## src/rtl/mmio_bus_fabric.sv

```systemverilog
// mmio_bus_fabric: single-master MMIO fabric decoding one strobe to one of NUM_SLAVES ports,
// with ACK timeout, error response and a sticky overrun flag.
module mmio_bus_fabric #(
  parameter int NUM_SLAVES = 4,
  parameter int ADDR_W = 32,
  parameter int DATA_W = 32,
  parameter int TIMEOUT = 16,
  parameter logic [NUM_SLAVES*ADDR_W-1:0] SLV_BASE = {32'h3000_0000, 32'h2000_0000, 32'h1000_0000, 32'h0000_0000},
  parameter logic [NUM_SLAVES*ADDR_W-1:0] SLV_MASK = {NUM_SLAVES{32'hF000_0000}},
  parameter logic [DATA_W-1:0] ERR_DATA = 32'hDEAD_BEEF
) (
  input  logic                         ACLK,
  input  logic                         ARESETN,
  input  logic [ADDR_W-1:0]            ADDR,
  input  logic [DATA_W-1:0]            DATA_I,
  input  logic                         WRSTB,
  input  logic                         RDSTB,
  output logic [DATA_W-1:0]            DATA_O,
  output logic                         READY,
  output logic                         ERR,
  output logic                         OVERRUN,
  output logic [ADDR_W-1:0]            S_ADDR,
  output logic [DATA_W-1:0]            S_WDATA,
  output logic [NUM_SLAVES-1:0]        S_WRSTB,
  output logic [NUM_SLAVES-1:0]        S_RDSTB,
  input  logic [NUM_SLAVES*DATA_W-1:0] S_RDATA,
  input  logic [NUM_SLAVES-1:0]        S_ACK
);
  localparam int SEL_W = NUM_SLAVES > 1 ? $clog2(NUM_SLAVES) : 1;
  typedef enum logic [1:0] {IDLE, REQ, WAIT, RESP} state_t;
  state_t state, state_nx;
  logic [SEL_W-1:0] sel, dec_idx;
  logic dec_hit, wr, err, ack, strobe, timeout;
  logic [7:0] cnt;

  assign strobe = WRSTB | RDSTB;
  assign ack = S_ACK[sel];
  assign timeout = cnt == 8'(TIMEOUT - 1);

  // descending scan so the lowest matching index wins on overlap
  always_comb begin
    dec_idx = '0;
    dec_hit = 1'b0;
    for (int i = NUM_SLAVES - 1; i >= 0; i--)
      if ((ADDR & SLV_MASK[i*ADDR_W +: ADDR_W]) == SLV_BASE[i*ADDR_W +: ADDR_W]) begin
        dec_idx = SEL_W'(i);
        dec_hit = 1'b1;
      end
  end

  always_ff @(posedge ACLK or negedge ARESETN)
    if (!ARESETN) state <= IDLE;
    else state <= state_nx;

  always_comb begin
    state_nx = state == IDLE ? (strobe ? (dec_hit ? REQ : RESP) : IDLE) :
               state == REQ  ? (ack ? RESP : WAIT) :
               state == WAIT ? (ack || timeout ? RESP : WAIT) : IDLE;
  end

  always_comb begin
    READY = state == RESP;
    ERR = READY && err;
    S_WRSTB = state == REQ && wr ? NUM_SLAVES'(1) << sel : '0;
    S_RDSTB = state == REQ && !wr ? NUM_SLAVES'(1) << sel : '0;
  end

  always_ff @(posedge ACLK or negedge ARESETN)
    if (!ARESETN) begin
      S_ADDR <= '0;
      S_WDATA <= '0;
      DATA_O <= '0;
      OVERRUN <= 1'b0;
      wr <= 1'b0;
      sel <= '0;
      err <= 1'b0;
      cnt <= '0;
    end else begin
      if (state == IDLE && strobe) begin
        S_ADDR <= ADDR;
        S_WDATA <= DATA_I;
        wr <= WRSTB;
        sel <= dec_idx;
        err <= !dec_hit;
        if (!dec_hit && !WRSTB) DATA_O <= ERR_DATA;
      end
      if (state != IDLE && strobe) OVERRUN <= 1'b1;
      cnt <= state == WAIT && !ack ? cnt + 8'd1 : '0;
      if ((state == REQ || state == WAIT) && ack && !wr) DATA_O <= S_RDATA[sel*DATA_W +: DATA_W];
      if (state == WAIT && !ack && timeout) begin
        err <= 1'b1;
        if (!wr) DATA_O <= ERR_DATA;
      end
    end
endmodule

```

## config.mk

```make
export PLATFORM = sky130hd
export DESIGN_NAME = mmio_bus_fabric
export DESIGN_NICKNAME = d
export VERILOG_FILES = /design/src/rtl/mmio_bus_fabric.sv
export SDC_FILE = /design/constraint.sdc
export NUM_CORES = 1
export LEC_CHECK = 0
export CORE_MARGIN = 4
export CORE_UTILIZATION = 30
export CTS_CLUSTER_SIZE = 8
export DETAILED_ROUTE_END_ITERATION = 7
export HOLD_SLACK_MARGIN = 0.1
export PLACE_DENSITY_LB_ADDON = 0.2
export SYNTH_ARGS = -nofsm -noshare
export SYNTH_HDL_FRONTEND = slang
export SYNTH_SLANG_ARGS = --single-unit
```

## constraint.sdc

```tcl
create_clock -name ACLK -period 2.4 [get_ports ACLK]
set_input_delay 0.24 -clock ACLK [delete_from_list [all_inputs] [get_ports ACLK]]
set_output_delay 0.24 -clock ACLK [all_outputs]
set_load 0.02 [all_outputs]
```

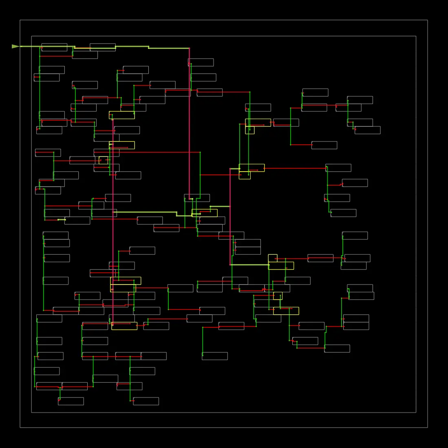
**Above:** clock wiring as the flow saved it.
clk ins delay skew pair: 0.35 ns
registers: 111
CTS sink cnt: 111
Clock Power: 1.55 mW

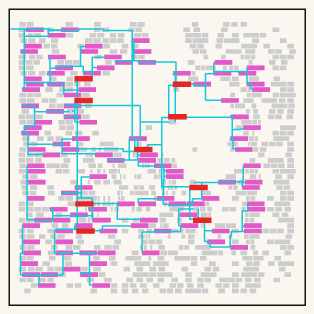
**Above:** clock distribution.
Drawn at 2 px/um.
Key: cyan = clock wires [length 1510 um]; magenta = flip-flops [count 111]; red = cells driving clock nets [count 9]
Position of the flops: spread over the die.
Setup Skew: 0.00513 ns
Clock Power Share: 13.4%

==> results.ini <==
[run_status]
status = completed

[synth]
async_flop_share_pct = 100
syn_nets = 633

[final_timing]
period_used_pct = 93.7
rsz0062_at_grt = false
period_needed_ns = 2.25
setup_slack_ns = 0.151
setup-tns-final_ns = 0

[detailed_routing]
drt_first_pass_iters = 6
route.met3.wl_um = 2250
drt_iter0_markers = 143

[setup_path]
cp.depth = 5
crit_end = S_RDSTB[0]
crit_path_start = state[1]$_DFF_PN0_
max_stage_delay_ns = 0.66
rr_worst_depth = 5

[finish]
seq_share_pct = 29.4
n_all_inverters = 14
diodes = 0
fin_cells = 981
fillers = 1708

[place]
dp_slack_ns = 0.164

[power_and_ir_drop]
switchingPower_mw = 4.58
p_sw_share_pct = 39.6
p_comb_share_pct = 58.1

[global_routing]
top_usage_layer = met2

[die]
initCoreUtil_pct = 30.8
rows = 50

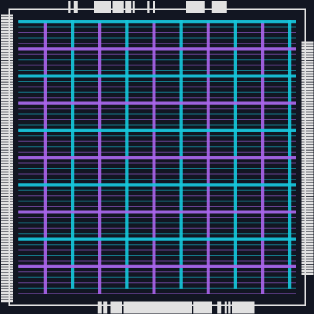
**Above:** PDN straps and rails.
Drawn at 2 px/um. Pins as bars on the die edge.
Key: cyan = VDD; purple = VSS
307 signal pins sit on the boundary. 51 met1 rails follow the rows.
overall die height: 147 um
Die X: 147 um
maximum VDD drop: 0.000661 V

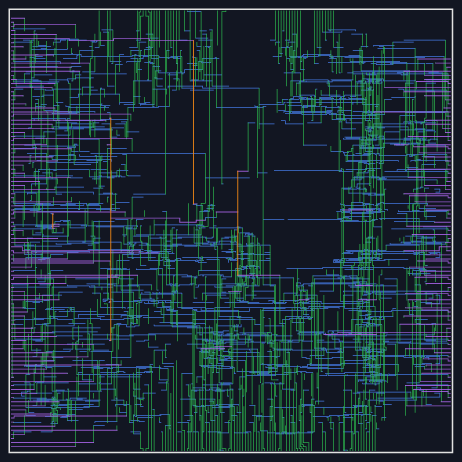
**Above:** metal layers overlaid.
Drawn at 3 px/um.
Key: orange = met4 [wire length 168 um]; blue = met1 [wire length 7240 um]; green = met2 [wire length 9370 um]; purple = met3 [wire length 2250 um]
drt total wl: 19000 um
vias post-DR: 4865
routed len/inst: 19.4 um
GRT Overall Usage: 17.1%

Power and IR drop assume default switching activity.
